### config.mk
export PLATFORM = sky130hd
export DESIGN_NAME = gerenciador_ativos
export DESIGN_NICKNAME = d
export VERILOG_FILES = /design/src/rtl/ga_pkg.sv /design/src/rtl/ga_comparador_menor.sv /design/src/rtl/gerenciador_ativos.sv
export SDC_FILE = /design/constraint.sdc
export NUM_CORES = 1
export LEC_CHECK = 0
export ABC_CLOCK_PERIOD_IN_PS = 8680
export CAP_MARGIN = 20
export CORE_MARGIN = 2
export CORE_UTILIZATION = 50
export DETAILED_ROUTE_END_ITERATION = 6
export PLACE_DENSITY = 0.67
export SLEW_MARGIN = 20
export SYNTH_ARGS = -nofsm -noshare
export SYNTH_HDL_FRONTEND = slang
export SYNTH_SLANG_ARGS = --single-unit
export TNS_END_PERCENT = 30
### constraint.sdc
create_clock -name clk -period 8.68 [get_ports clk]
set_clock_uncertainty 0.2 [all_clocks]
set_input_delay 1.302 -clock clk [delete_from_list [all_inputs] [get_ports clk]]
set_output_delay 1.302 -clock clk [all_outputs]
set_load 0.02 [all_outputs]
### src/rtl/ga_pkg.sv
`default_nettype none
// ---------------------------------------------------------------------------
// ga_pkg : shared states, entry layout and estimate key for gerenciador_ativos
// Revision: 1.0
// ---------------------------------------------------------------------------
package ga_pkg;

  localparam int STATE_WIDTH = 3;

  typedef enum logic [STATE_WIDTH-1:0] {
    ST_IDLE        = 3'd0,
    ST_BUSCA_ADDR  = 3'd1,
    ST_ESCREVER    = 3'd2,
    ST_BUSCA_MENOR = 3'd3,
    ST_RESULTADO   = 3'd4
  } ga_estado_e;

  // Sliced down to ADDR_WIDTH by the user; all-ones means "no node".
  localparam logic [31:0] ENDERECO_NULO = '1;

  // Entry layout, LSB first: endereco | distancia | anterior | menor_vizinho
  localparam int OFS_ENDERECO = 0;

  function automatic int ofs_distancia(input int aw);
    return aw;
  endfunction

  function automatic int ofs_anterior(input int aw, input int dw);
    return aw + dw;
  endfunction

  function automatic int ofs_custo(input int aw, input int dw);
    return 2 * aw + dw;
  endfunction

  function automatic logic [31:0] chave_estimativa(input logic [31:0] d, input logic [31:0] h);
    return d + h;
  endfunction

endpackage
`default_nettype wire

### src/rtl/ga_comparador_menor.sv
`default_nettype none
// ---------------------------------------------------------------------------
// ga_comparador_menor : registered running minimum (key, index, found flag)
// Revision: 1.0
// ---------------------------------------------------------------------------
module ga_comparador_menor #(
  parameter int KEY_WIDTH = 7,
  parameter int IDX_WIDTH = 4
) (
  input  logic                 clk,
  input  logic                 rst,
  input  logic                 inicio_i,
  input  logic                 amostrar_i,
  input  logic [KEY_WIDTH-1:0] chave_i,
  input  logic [IDX_WIDTH-1:0] indice_i,
  output logic                 achado_o,
  output logic [IDX_WIDTH-1:0] indice_o
);

  logic                 achado_q;
  logic [KEY_WIDTH-1:0] chave_q;
  logic [IDX_WIDTH-1:0] indice_q;
  logic                 w_menor;

  // Strict compare keeps the earliest index on ties.
  assign w_menor = amostrar_i && (!achado_q || (chave_i < chave_q));

  always_ff @(posedge clk) begin
    if (rst || inicio_i) begin
      achado_q <= 1'b0;
      chave_q  <= '0;
      indice_q <= '0;
    end else if (w_menor) begin
      achado_q <= 1'b1;
      chave_q  <= chave_i;
      indice_q <= indice_i;
    end
  end

  assign achado_o = achado_q;
  assign indice_o = indice_q;

endmodule
`default_nettype wire

### src/rtl/gerenciador_ativos.sv
`default_nettype none
// ---------------------------------------------------------------------------
// gerenciador_ativos : active-node table with insert/relax, remove, min search
// Revision: 1.0
// ---------------------------------------------------------------------------
module gerenciador_ativos
  import ga_pkg::*;
#(
  parameter int ADDR_WIDTH      = 10,
  parameter int DISTANCIA_WIDTH = 6,
  parameter int CUSTO_WIDTH     = 4,
  parameter int MAX_ATIVOS      = 16,
  parameter int IDX_WIDTH       = $clog2(MAX_ATIVOS)
) (
  input  logic                       clk,
  input  logic                       rst,
  input  logic                       lvv_atualizar_in,
  input  logic [ADDR_WIDTH-1:0]      lvv_endereco_in,
  input  logic [DISTANCIA_WIDTH-1:0] lvv_distancia_in,
  input  logic [ADDR_WIDTH-1:0]      lvv_anterior_in,
  input  logic [CUSTO_WIDTH-1:0]     lvv_menor_vizinho_in,
  input  logic                       lvv_desativar_in,
  input  logic [ADDR_WIDTH-1:0]      lvv_desativar_addr_in,
  input  logic                       aap_buscar_in,
  output logic                       ga_ocupado_out,
  output logic                       ga_resultado_valido_out,
  output logic                       ga_vazio_out,
  output logic [ADDR_WIDTH-1:0]      ga_endereco_out,
  output logic [DISTANCIA_WIDTH-1:0] ga_distancia_out,
  output logic [ADDR_WIDTH-1:0]      ga_anterior_out,
  output logic                       ga_descartado_out,
  output logic [IDX_WIDTH:0]         ga_num_ativos_out
);

  localparam int ENTRY_WIDTH = 2 * ADDR_WIDTH + DISTANCIA_WIDTH + CUSTO_WIDTH;
  localparam int C_OFS_END   = OFS_ENDERECO;
  localparam int C_OFS_DIST  = ofs_distancia(ADDR_WIDTH);
  localparam int C_OFS_ANT   = ofs_anterior(ADDR_WIDTH, DISTANCIA_WIDTH);
  localparam int C_OFS_CUSTO = ofs_custo(ADDR_WIDTH, DISTANCIA_WIDTH);
  localparam logic [ADDR_WIDTH-1:0] C_NULO   = ADDR_WIDTH'(ENDERECO_NULO);
  localparam logic [IDX_WIDTH-1:0]  C_ULTIMO = IDX_WIDTH'(MAX_ATIVOS - 1);

  ga_estado_e                 state_q, state_d;
  logic [IDX_WIDTH-1:0]       idx_q, idx_d;
  logic                       op_remover_q, op_remover_d;
  logic [ADDR_WIDTH-1:0]      cmd_end_q, cmd_end_d;
  logic [ADDR_WIDTH-1:0]      cmd_ant_q, cmd_ant_d;
  logic [DISTANCIA_WIDTH-1:0] cmd_dist_q, cmd_dist_d;
  logic [CUSTO_WIDTH-1:0]     cmd_custo_q, cmd_custo_d;
  logic                       achou_q, achou_d;
  logic [IDX_WIDTH-1:0]       achou_idx_q, achou_idx_d;
  logic                       livre_q, livre_d;
  logic [IDX_WIDTH-1:0]       livre_idx_q, livre_idx_d;

  logic [MAX_ATIVOS-1:0]      valido_q;
  logic [ENTRY_WIDTH-1:0]     entrada_q [MAX_ATIVOS];
  logic [IDX_WIDTH:0]         num_q;

  logic [ADDR_WIDTH-1:0]      res_end_q;
  logic [DISTANCIA_WIDTH-1:0] res_dist_q;
  logic [ADDR_WIDTH-1:0]      res_ant_q;

  logic [ADDR_WIDTH-1:0]      w_cur_end;
  logic [DISTANCIA_WIDTH-1:0] w_cur_dist;
  logic [CUSTO_WIDTH-1:0]     w_cur_custo;
  logic [DISTANCIA_WIDTH:0]   w_chave;
  logic [DISTANCIA_WIDTH-1:0] w_achou_dist;
  logic                       w_cmp_inicio, w_cmp_amostrar, w_cmp_achado;
  logic [IDX_WIDTH-1:0]       w_cmp_idx;
  logic                       w_remover, w_relaxar, w_inserir, w_descartar;
  logic [ADDR_WIDTH-1:0]      w_res_end, w_res_ant;
  logic [DISTANCIA_WIDTH-1:0] w_res_dist;
  logic [ENTRY_WIDTH-1:0]     w_nova_entrada;

  assign w_cur_end    = entrada_q[idx_q][C_OFS_END +: ADDR_WIDTH];
  assign w_cur_dist   = entrada_q[idx_q][C_OFS_DIST +: DISTANCIA_WIDTH];
  assign w_cur_custo  = entrada_q[idx_q][C_OFS_CUSTO +: CUSTO_WIDTH];
  assign w_chave      = (DISTANCIA_WIDTH+1)'(chave_estimativa(32'(w_cur_dist), 32'(w_cur_custo)));
  assign w_achou_dist = entrada_q[achou_idx_q][C_OFS_DIST +: DISTANCIA_WIDTH];
  assign w_nova_entrada = {cmd_custo_q, cmd_ant_q, cmd_dist_q, cmd_end_q};

  always_ff @(posedge clk) begin
    if (rst) begin
      state_q      <= ST_IDLE;
      idx_q        <= '0;
      op_remover_q <= 1'b0;
      cmd_end_q    <= '0;
      cmd_ant_q    <= '0;
      cmd_dist_q   <= '0;
      cmd_custo_q  <= '0;
      achou_q      <= 1'b0;
      achou_idx_q  <= '0;
      livre_q      <= 1'b0;
      livre_idx_q  <= '0;
    end else begin
      state_q      <= state_d;
      idx_q        <= idx_d;
      op_remover_q <= op_remover_d;
      cmd_end_q    <= cmd_end_d;
      cmd_ant_q    <= cmd_ant_d;
      cmd_dist_q   <= cmd_dist_d;
      cmd_custo_q  <= cmd_custo_d;
      achou_q      <= achou_d;
      achou_idx_q  <= achou_idx_d;
      livre_q      <= livre_d;
      livre_idx_q  <= livre_idx_d;
    end
  end

  always_comb begin
    state_d      = state_q;
    idx_d        = idx_q;
    op_remover_d = op_remover_q;
    cmd_end_d    = cmd_end_q;
    cmd_ant_d    = cmd_ant_q;
    cmd_dist_d   = cmd_dist_q;
    cmd_custo_d  = cmd_custo_q;
    achou_d      = achou_q;
    achou_idx_d  = achou_idx_q;
    livre_d      = livre_q;
    livre_idx_d  = livre_idx_q;
    w_cmp_inicio = 1'b0;
    case (state_q)
      ST_IDLE: begin
        // A command naming the null node counts as absent for priority.
        if (lvv_desativar_in && (lvv_desativar_addr_in != C_NULO)) begin
          op_remover_d = 1'b1;
          cmd_end_d    = lvv_desativar_addr_in;
          achou_d      = 1'b0;
          livre_d      = 1'b0;
          idx_d        = '0;
          state_d      = ST_BUSCA_ADDR;
        end else if (lvv_atualizar_in && (lvv_endereco_in != C_NULO)) begin
          op_remover_d = 1'b0;
          cmd_end_d    = lvv_endereco_in;
          cmd_ant_d    = lvv_anterior_in;
          cmd_dist_d   = lvv_distancia_in;
          cmd_custo_d  = lvv_menor_vizinho_in;
          achou_d      = 1'b0;
          livre_d      = 1'b0;
          idx_d        = '0;
          state_d      = ST_BUSCA_ADDR;
        end else if (aap_buscar_in) begin
          w_cmp_inicio = 1'b1;
          idx_d        = '0;
          state_d      = ST_BUSCA_MENOR;
        end
      end
      ST_BUSCA_ADDR: begin
        if (valido_q[idx_q] && (w_cur_end == cmd_end_q) && !achou_q) begin
          achou_d     = 1'b1;
          achou_idx_d = idx_q;
        end
        if (!valido_q[idx_q] && !livre_q) begin
          livre_d     = 1'b1;
          livre_idx_d = idx_q;
        end
        if (idx_q == C_ULTIMO) state_d = ST_ESCREVER;
        else                   idx_d   = idx_q + 1'b1;
      end
      ST_ESCREVER: state_d = ST_IDLE;
      ST_BUSCA_MENOR: begin
        if (idx_q == C_ULTIMO) state_d = ST_RESULTADO;
        else                   idx_d   = idx_q + 1'b1;
      end
      ST_RESULTADO: state_d = ST_IDLE;
      default:      state_d = ST_IDLE;
    endcase
  end

  assign w_cmp_amostrar = (state_q == ST_BUSCA_MENOR) && valido_q[idx_q];

  ga_comparador_menor #(
    .KEY_WIDTH (DISTANCIA_WIDTH + 1),
    .IDX_WIDTH (IDX_WIDTH)
  ) u_comparador (
    .clk        (clk),
    .rst        (rst),
    .inicio_i   (w_cmp_inicio),
    .amostrar_i (w_cmp_amostrar),
    .chave_i    (w_chave),
    .indice_i   (idx_q),
    .achado_o   (w_cmp_achado),
    .indice_o   (w_cmp_idx)
  );

  assign w_remover   = (state_q == ST_ESCREVER) &&  op_remover_q && achou_q;
  assign w_relaxar   = (state_q == ST_ESCREVER) && !op_remover_q && achou_q && (cmd_dist_q < w_achou_dist);
  assign w_inserir   = (state_q == ST_ESCREVER) && !op_remover_q && !achou_q && livre_q;
  assign w_descartar = (state_q == ST_ESCREVER) && !op_remover_q && !achou_q && !livre_q;

  always_ff @(posedge clk) begin
    if (rst) begin
      valido_q <= '0;
      num_q    <= '0;
    end else if (w_remover) begin
      valido_q[achou_idx_q] <= 1'b0;
      num_q                 <= num_q - 1'b1;
    end else if (w_inserir) begin
      valido_q[livre_idx_q]  <= 1'b1;
      entrada_q[livre_idx_q] <= w_nova_entrada;
      num_q                  <= num_q + 1'b1;
    end else if (w_relaxar) begin
      entrada_q[achou_idx_q] <= w_nova_entrada;
    end
  end

  assign w_res_end  = w_cmp_achado ? entrada_q[w_cmp_idx][C_OFS_END +: ADDR_WIDTH] : C_NULO;
  assign w_res_dist = w_cmp_achado ? entrada_q[w_cmp_idx][C_OFS_DIST +: DISTANCIA_WIDTH] : '0;
  assign w_res_ant  = w_cmp_achado ? entrada_q[w_cmp_idx][C_OFS_ANT +: ADDR_WIDTH] : '0;

  // Result fields are live during the strobe and held afterwards.
  always_ff @(posedge clk) begin
    if (rst) begin
      res_end_q  <= '0;
      res_dist_q <= '0;
      res_ant_q  <= '0;
    end else if (state_q == ST_RESULTADO) begin
      res_end_q  <= w_res_end;
      res_dist_q <= w_res_dist;
      res_ant_q  <= w_res_ant;
    end
  end

  assign ga_ocupado_out          = (state_q != ST_IDLE);
  assign ga_resultado_valido_out = (state_q == ST_RESULTADO);
  assign ga_vazio_out            = (state_q == ST_RESULTADO) && !w_cmp_achado;
  assign ga_endereco_out         = (state_q == ST_RESULTADO) ? w_res_end  : res_end_q;
  assign ga_distancia_out        = (state_q == ST_RESULTADO) ? w_res_dist : res_dist_q;
  assign ga_anterior_out         = (state_q == ST_RESULTADO) ? w_res_ant  : res_ant_q;
  assign ga_descartado_out       = w_descartar;
  assign ga_num_ativos_out       = num_q;

endmodule
`default_nettype wire

Figure 1. A small window of the routed layout (run 1).
The bar under the picture is 10 microns long. Region (102, 102) to (132, 132) microns. Cells in gray, sequential cells in the stronger gray; small squares are vias.
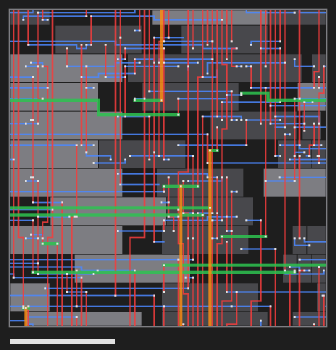
color	layer
orange	met4
blue	met1
red	met2
green	met3
cells with their middle in the window	36
netlist names of flops here include	`entrada_q` (10), `u_comparador.chave_q` (1)
sequential cells in the window	11
most frequent	mux4_2 (10), edfxtp_1 (10), nor2_1 (3)

Figure 2. Metal 1 (run 1).
Supply wires on this layer in gray.
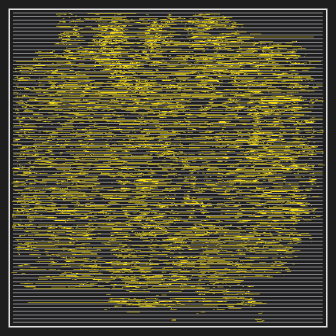
wire length on this layer	25.8 mm
longest straight run	81.4 microns
share of all routed wire	41%

Figure 3. Signal wires by layer (run 1).
Only two layers are drawn.
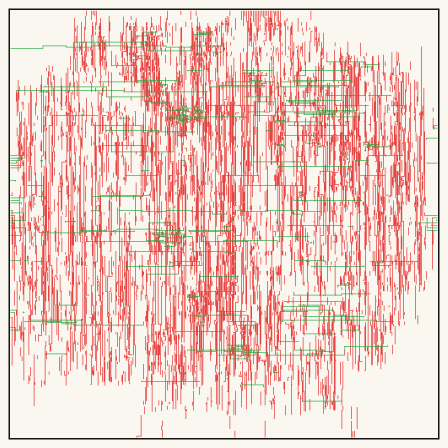
color	layer	wire length
red	met2	31.3 mm
green	met3	3700 microns

==> reports/metrics.cfg, run 1 <==
[placement]
dp_cells = 2218

[sta]
rsz0062_at_grt = false
worst_pin_slew_ns = 1.05
timing_hold_violations_final = 0
finalCritPeriodShare_pct = 66.9
fin_setup_tns_ns = 0

[finish]
n_fill_cell = 3894
diodes = 0
nNetsFinal = 1658
final-comb-area_sq_mm = 0.00919
area_growth_syn_to_layout_pct = 14.3

[power_and_ir_drop]
ir_drop_v = 0.000186

[synthesis]
ys_seq_share_pct = 63.9
syn-num-nets = 1577
avgSynthCellArea_sq_um = 17.4
synth-async-reset-ratio_pct = 0
ys_seq_elements = 599

[route]
drtIter0Drc = 1399
via_count = 14596
met1_length_mm = 25.8
met3_length_mm = 3.70
drc_errors = 0
via_per_inst = 6.26

[clock_tree]
h-tree-depth = 2
clk_latency_ns = 0.64
hold_buffers = 0
cts_num_sinks = 599

[global_route]
grt_most_used_layer = met2
grt_use_total_pct = 23.6

[floorplanning]
fp.dieW_microns = 233

[run]
warning_count = 26

[critical_path]
worst-setup-path-type = flop to flop
arrival_ns = 5.88

[status]
status = finished, final reports clean

[run 1: cell usage in the layout, fill, tap and decap left out, types with 5 or more instances in the layout]
cell type / instances
a211oi_1: 14
a21o_1: 8
a21oi_1: 31
a22oi_1: 14
and2_1: 5
buf_4: 32
bufinv_16: 6
clkbuf_1: 9
clkbuf_16: 61
clkbuf_8: 12
clkdlybuf4s50_1: 78
clkinv_2: 14
dfxtp_1: 112
dfxtp_4: 5
edfxtp_1: 480
ha_1: 19
inv_1: 20
mux2_2: 8
mux2i_1: 81
mux4_2: 241
nand2_1: 66
nand2b_1: 6
nand3_1: 18
nand4_1: 8
nor2_1: 94
nor2_4: 16
nor2b_1: 43
nor3_1: 8
o21ai_0: 35
o21ai_1: 5
o22a_1: 10
xnor2_1: 8
[run 1: cells by family after synthesis]
group,count (synthesis),synth area share [%]
fa+ha+maj,21,1.06
xor+xnor,12,0.400
simple gates,289,5.16
buf+inv,114,1.74
flops,599,63.9
compound gates,144,3.58
mux,332,24.2
[run 1: report_power, final]
part           switching [uW]  internal [uW]  total, uW
logic                     209            212        421
clock network            1100           1570       2670
registers                 119           3170       3280
total                    1420           4950       6370
[run 1: final timing paths]
path / startpoint / to / slack (ns) / cells past startpoint
worst min-delay path: valido_q[15] / valido_q[15] / 0.28 / 2
worst max-delay path: flop / entrada_q[4][28] / 2.87 / 12
worst max register to register: flop / entrada_q[4][28] / 2.87 / 12
worst min register to register: valido_q[15] / valido_q[15] / 0.28 / 2
[run 1: state kept, by name, summed over array words and instances, names as in the netlist, 3 cells and up, named ones only]
| signal | cells |
|---|---|
| res_ant_q | 10 |
| cmd_custo_q | 4 |
| ga_num_ativos_out | 5 |
| u_comparador.chave_q | 7 |
| res_dist_q | 6 |
| valido_q | 16 |
| state_q | 3 |
| cmd_ant_q | 10 |
| achou_idx_q | 4 |
| res_end_q | 10 |
| cmd_end_q | 10 |
| cmd_dist_q | 6 |
| idx_q | 4 |
| entrada_q | 480 |
| livre_idx_q | 4 |
| u_comparador.indice_o | 4 |
[run 1: stage by stage]
step	setup slack, ns	utilization, %	power [uW]	hold slack (ns)	cell area (sq um)
detailed placement	2.94	53.6	3770	0.269	28000
global route	2.61	57.6	6570	0.301	30100
CTS	2.92	57.6	6420	0.278	30100
global placement	2.97	53.6	3760	0.264	28000
floorplan	2.98	-	3600	0.248	26300
finish	2.87	57.6	6370	0.278	30100
[run 1: critical path, stage by stage, from the launching register on]
cell	delay [ns]
dfxtp_2	0.90
mux4_2	0.60
mux4_2	0.48
inv_1	0.07
ha_1	0.23
a21oi_1	0.15
nor2b_1	0.06
o21ai_0	0.41
nand4_1	0.17
nor2_1	0.54
mux2i_1	0.45
nor2_4	0.63
buf_4	0.47
[run 1: cell type report]
| class | instances | share of cell area, % |
|---|---|---|
| flip-flops and latches | 599 | 55.9 |
| multi-input cells | 798 | 30.5 |
| clock buffers | 82 | 5.74 |
| repair buffers | 112 | 3.55 |
| well taps | 688 | 2.86 |
| clock inverters | 31 | 1.12 |
| inverters | 21 | 0.262 |
==> run 2: changes to the inputs <==
ABC_CLOCK_PERIOD_IN_PS = 5200   (was 8680)
PLACE_DENSITY = 0.7   (was 0.67)
clock period = 5.2 ns   (was 8.68 ns; I/O delays follow)
Figure 4. The clock network (run 2).
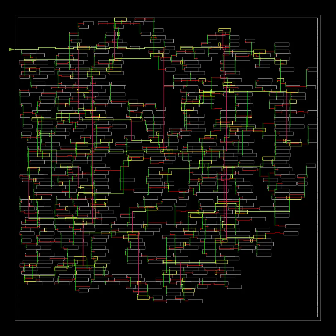
CTS sink cnt: 599
Seq Cell Count: 599
Worst-Skew Late Latency: 0.64 ns

Figure 5. A small window of the routed layout (run 2).
The bar under the picture is 10 microns long. Region (102, 102) to (132, 132) microns. Cells in gray, sequential cells in the stronger gray; small squares are vias.
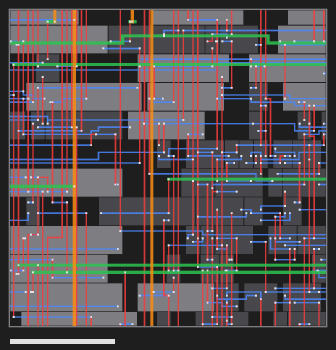
color	layer
green	met3
orange	met4
red	met2
blue	met1
netlist names of flops here include	`entrada_q` (8), `u_comparador.chave_q` (3)
most frequent	nor2_1 (10), edfxtp_1 (8)
sequential cells in the window	16
cells with their middle in the window	58

Figure 6. Signal wires by layer (run 2).
Only two layers are drawn.
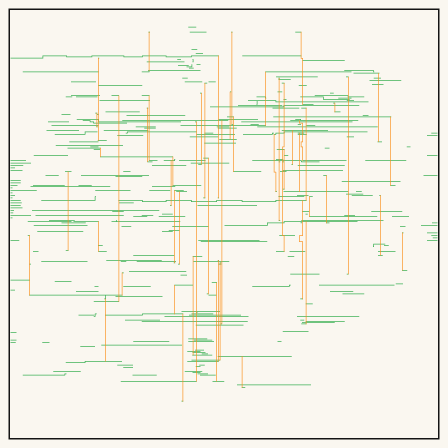
color	layer	wire length
orange	met4	2230 microns
green	met3	4650 microns

==> run 2 against run 1 <==
Against the previous run: total power rose by 66%; design area is 0.67% higher; synthesized cell count unchanged; non-clock buffer count increased by 31; combinational power is 74% higher; first-iteration DRC count decreased by 4.4%; die area unchanged; global-route usage increased by 0.55 points; count of clock-buffer cells in the layout is 5 lower; sequential share of layout area fell by 0.37 points; final cell count grew 1.2%; sequential power increased by 66%; critical path type unchanged.
==> reports/metrics.cfg, run 2 <==
[synthesis]
synth-async-reset-ratio_pct = 0  ; unchanged
ys_seq_elements = 599  ; unchanged
ys_seq_share_pct = 63.9  ; unchanged

[power_and_ir_drop]
pwr-share-clk_pct = 41.6  ; -0.2 points
intPower_uw = 8230  ; +66%
p_total_uw = 10600  ; +66%
power_frac_comb_pct = 6.9  ; +0.3 points
p_switching_uw = 2350  ; +65%

[finish]
area_growth_syn_to_layout_pct = 15.1
final_cell_mix = edfxtp_1 (480), mux4_2 (241), dfxtp_1 (112), nor2_1 (94), mux2i_1 (81)
regMostFlops = entrada_q
stdcell_area_sq_mm = 0.0303  ; +0.67%
final_util_pct = 58.0  ; +0.38 points
largest_reg_flops = 480  ; unchanged
largestRegisters = entrada_q x480, valido_q x16

[global_route]
grt_use_total_pct = 24.1  ; +0.55 points

[status]
status = finished, final reports clean

[route]
via_count = 14749  ; +1.0%
via_per_inst = 6.25  ; -0.11%
drc_errors = 0  ; unchanged

[clock_tree]
h-tree-depth = 2  ; unchanged
hold_buffers = 0  ; unchanged

[sta]
worst_pin_slew_ns = 1.12  ; +0.0702 ns
finalCritPeriodShare_pct = 89.7  ; +23 points
whs_ns = 0.281  ; +0.00373 ns
timing_hold_violations_final = 0  ; unchanged
rsz0062_at_grt = false

[floorplanning]
fp.dieW_microns = 233  ; unchanged

[placement]
placed_area_sq_mm = 0.0283  ; +0.93%

[critical_path]
arrival_ns = 4.76  ; -1.12 ns
worst-setup-path-type = flop to flop

[run 2: worst paths after layout]
check / end / slack (ns) / cells after the start / start
max: entrada_q[12][5] / 0.54 / 13 / flop
max reg2reg: entrada_q[12][5] / 0.54 / 13 / flop
min: valido_q[11] / 0.28 / 2 / valido_q[11]
min reg2reg: valido_q[11] / 0.28 / 2 / valido_q[11]
[run 2: cell families after synthesis]
kind of cell	share of synthesized area, %
DFF	63.9
muxes	24.2
and+or+nand+nor	5.16
AOI/OAI and AO/OA	3.58
buffers and inverters	1.74
adders and majority gates	1.06
xor gates and xnor gates	0.400
[run 2: stage by stage]
step / worst slack (ns) / instances
detailed placement: 0.553 / 2249
CTS: 0.536 / 2358
floorplan: -0.406 / 1511
global route: 0.313 / 2358
finish: 0.538 / 2358
global placement: 0.572 / 2249
[run 2: layout make-up]
| cell class | instances | area (sq um) |
|---|---|---|
| clock buffer | 77 | 1620 |
| clock inverter | 32 | 374 |
| fill | 3851 | 22000 |
| inverter | 21 | 78.8 |
| multi-input combinational | 798 | 9190 |
| sequential | 599 | 16800 |
| tap | 688 | 861 |
| timing repair buffer | 143 | 1330 |
[run 2: power by group through the flow]
stage               Combinational, uW  Clock [uW]  Sequential, uW
finish                            734        4400            5450
global route                      796        4650            5470
CTS                               737        4470            5450
detailed placement                733           0            5560
global placement                  725           0            5550
floorplan                         539           0            5470
[run 2: per-layer routing]
metal,global-route usage [%],vias up,wire length (microns)
met5,0,-,8
met4,9.65,2,2230
met1,31.0,7682,24600
li1,-,6332,-
met3,4.70,124,4650
met2,40.6,609,32700
[run 2: worst max-delay path, cell delays in order (launching register included)]
cell and delay [ns]:
dfxtp_2 0.63, mux4_2 0.57, mux4_2 0.49, inv_1 0.07
ha_1 0.23, a21oi_1 0.16, nor2b_1 0.06, o21ai_0 0.17
nand4_1 0.11, nor2_1 0.25, buf_4 0.22, mux2i_1 0.77
nor2_4 0, buf_4 0.36
==> run 3: changes to the inputs <==
SYNTH_HIERARCHICAL = 1   (was unset)
Figure 7. Metal 1 (run 3).
Supply wires on this layer in gray.
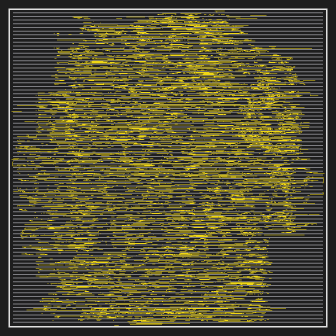
longest straight run	56.1 microns
nets with wire on the layer	1579
main direction	horizontal
wire length on this layer	26.2 mm

Figure 8. Signal wires by layer (run 3).
Only two layers are drawn.
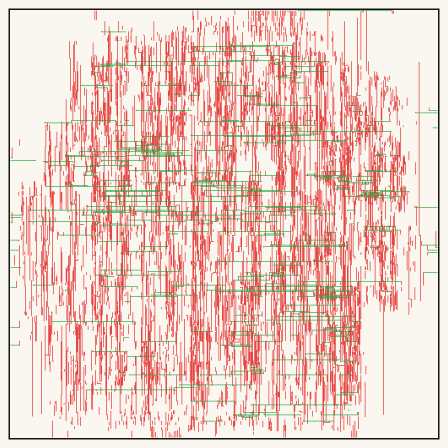
color	layer	wire length
red	met2	30.9 mm
green	met3	5130 microns

Figure 9. The metal 4 layer (run 3).
Supply wires on this layer in gray.
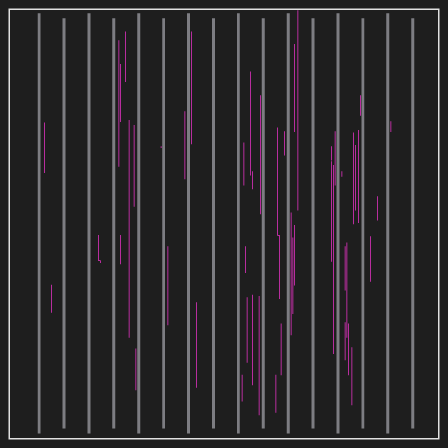
wire length on this layer	1900 microns
longest straight run	118 microns
share of all routed wire	3.0%

==> run 3 against run 2 <==
Against the previous run: setup slack better by 0.086 ns; via count up 0.11%; wire length down 0.15%; die area down 0.14%; design area down 0.24%; worst hold slack worse by 0.0033 ns; utilization down 0.14 points; non-clock buffer count down 14; first-iteration DRC count up 33%; sequential power about the same; fmax up 1.9%; highest routed layer is now met4.
==> reports/metrics.cfg, run 3 <==
[finish]
final_cell_mix = edfxtp_1 (480), mux4_2 (254), dfxtp_1 (107), clkdlybuf4s50_1 (78), nand2_1 (70)
final_cells = 2315  ; -1.8%
n_fill_cell = 3815  ; -0.93%
largestRegisters = entrada_q x480, valido_q x16
largest_reg_flops = 480  ; unchanged
flop_area_sq_mm = 0.0167  ; -0.48%
regMostFlops = entrada_q
final-comb-area_sq_mm = 0.00915  ; -0.44%
stdcell_area_sq_mm = 0.0302  ; -0.24%
area_growth_syn_to_layout_pct = 15.0  ; about the same

[sta]
finalCritPeriodShare_pct = 88.0  ; -1.7 points
rsz0062_at_grt = false
worst_pin_slew_ns = 1.19  ; +0.0701 ns
timing_hold_violations_final = 0  ; unchanged

[clock_tree]
clk_latency_ns = 0.63  ; about the same
h-tree-depth = 2  ; unchanged
cts_num_sinks = 595  ; -0.67%
hold_buffers = 0  ; unchanged

[global_route]
grt_use_met2_pct = 38.1  ; -2.5 points
met1_usage_pct = 34.6  ; +3.6 points
grt_use_total_pct = 24.2  ; +0.081 points
grtUsageMet3_pct = 3.97  ; -0.73 points

[critical_path]
crit_start = u_comparador/indice_o[0]
r2r_end = u_comparador/indice_o[3]
slowest_stage = dfxtp_4
arrival_ns = 3.60  ; -1.16 ns
cp_common_cell = mux4_2
r2r_setup_slack_ns = 0.63  ; +0.09 ns
crit_chain = buf_4 -> mux4_2 -> mux4_2 -> nand2_1 -> o21ai_0 -> clkdlybuf4s50_1
crit_required_ns = 4.22

[synthesis]
synth_area_sq_mm = 0.0263
ys_seq_share_pct = 63.6  ; -0.21 points
synth-async-reset-ratio_pct = 0  ; unchanged

[power_and_ir_drop]
p_total_uw = 10500  ; -1.1%
intPower_uw = 8100  ; -1.5%
switching_share_pct = 22.5
p_switching_uw = 2360  ; +0.21%

[placement]
dp_cells = 2202  ; -2.1%
placed_area_sq_mm = 0.0282  ; -0.21%

[worst_hold_path]
min-delay-start = valido_q[12]
hold_depth = 2  ; unchanged
holdPathEnd = valido_q[12]

[route]
drtIter0Drc = 1783
via_count = 14765  ; +0.11%
drc_errors = 0  ; unchanged
via_per_inst = 6.38  ; +2.0%

[status]
status = finished, final reports clean

[floorplanning]
fp.dieW_microns = 233  ; about the same

-- run 3: how the worst max path moves through the flow --
stage                                          end  slack [ns]  cells past startpoint
after floorplan                   entrada_q[11][0]       -0.13                     14
after global placement            entrada_q[0][21]        0.75                     12
after detailed placement  u_comparador/indice_o[3]        0.68                     15
after CTS                      ga_distancia_out[5]        0.58                      6
after global routing      u_comparador/indice_o[3]        0.28                     15
final                          ga_distancia_out[5]        0.62                      6
-- run 3: power by group through the flow --
stage / Clock [uW] / Sequential, uW / Combinational [uW]
2_1_floorplan: 0 / 5440 / 574
3_3_place_gp: 0 / 5550 / 742
3_5_place_dp: 0 / 5550 / 754
4_1_cts: 4330 / 5450 / 759
5_1_grt: 4520 / 5470 / 821
6_report: 4260 / 5450 / 760
-- run 3: cell families (layout without fill, tap and decap cells) --
logic type | Yosys count | after routing | share of synthesized area (%)
compound gates | 155 | 155 | 3.84
mux | 319 | 319 | 24.3
flops | 595 | 595 | 63.6
simple gates | 248 | 248 | 4.43
fa+ha+maj | 21 | 21 | 1.06
xor+xnor | 21 | 21 | 0.700
buf+inv | 121 | 268 | 2.05
-- run 3: cell type report --
| type | count | area share, % |
|---|---|---|
| well taps | 688 | 2.85 |
| clock inverters | 27 | 0.766 |
| clock buffers | 85 | 5.75 |
| inverters | 27 | 0.336 |
| repair buffers | 129 | 4.60 |
| multi-input cells | 764 | 30.3 |
| flip-flops and latches | 595 | 55.4 |
-- run 3: worst max-delay path, delay by kind of cell (launching register included) --
family | cells | cell delay, ns
compound gates | 1 | 0.13
buf+inv | 2 | 0.99
flops | 1 | 0.59
mux | 2 | 1.07
simple gates | 1 | 0.19
-- run 3: layer usage --
| layer | routed length [microns] | share of wire, % |
|---|---|---|
| met2 | 30900 | 48 |
| met5 | 0 | 0 |
| met1 | 26200 | 41 |
| met4 | 1900 | 3.0 |
| met3 | 5130 | 8.0 |
-- run 3: per-stage QoR --
stage	setup WS [ns]	utilization (%)	hold WS (ns)
2_1_floorplan	-0.127	-	0.250
3_3_place_gp	0.752	54.0	0.258
3_5_place_dp	0.679	54.0	0.269
4_1_cts	0.581	57.8	0.278
5_1_grt	0.281	57.8	0.300
6_report	0.624	57.8	0.278
No activity file was given, so power comes from the tool's default toggle rates.
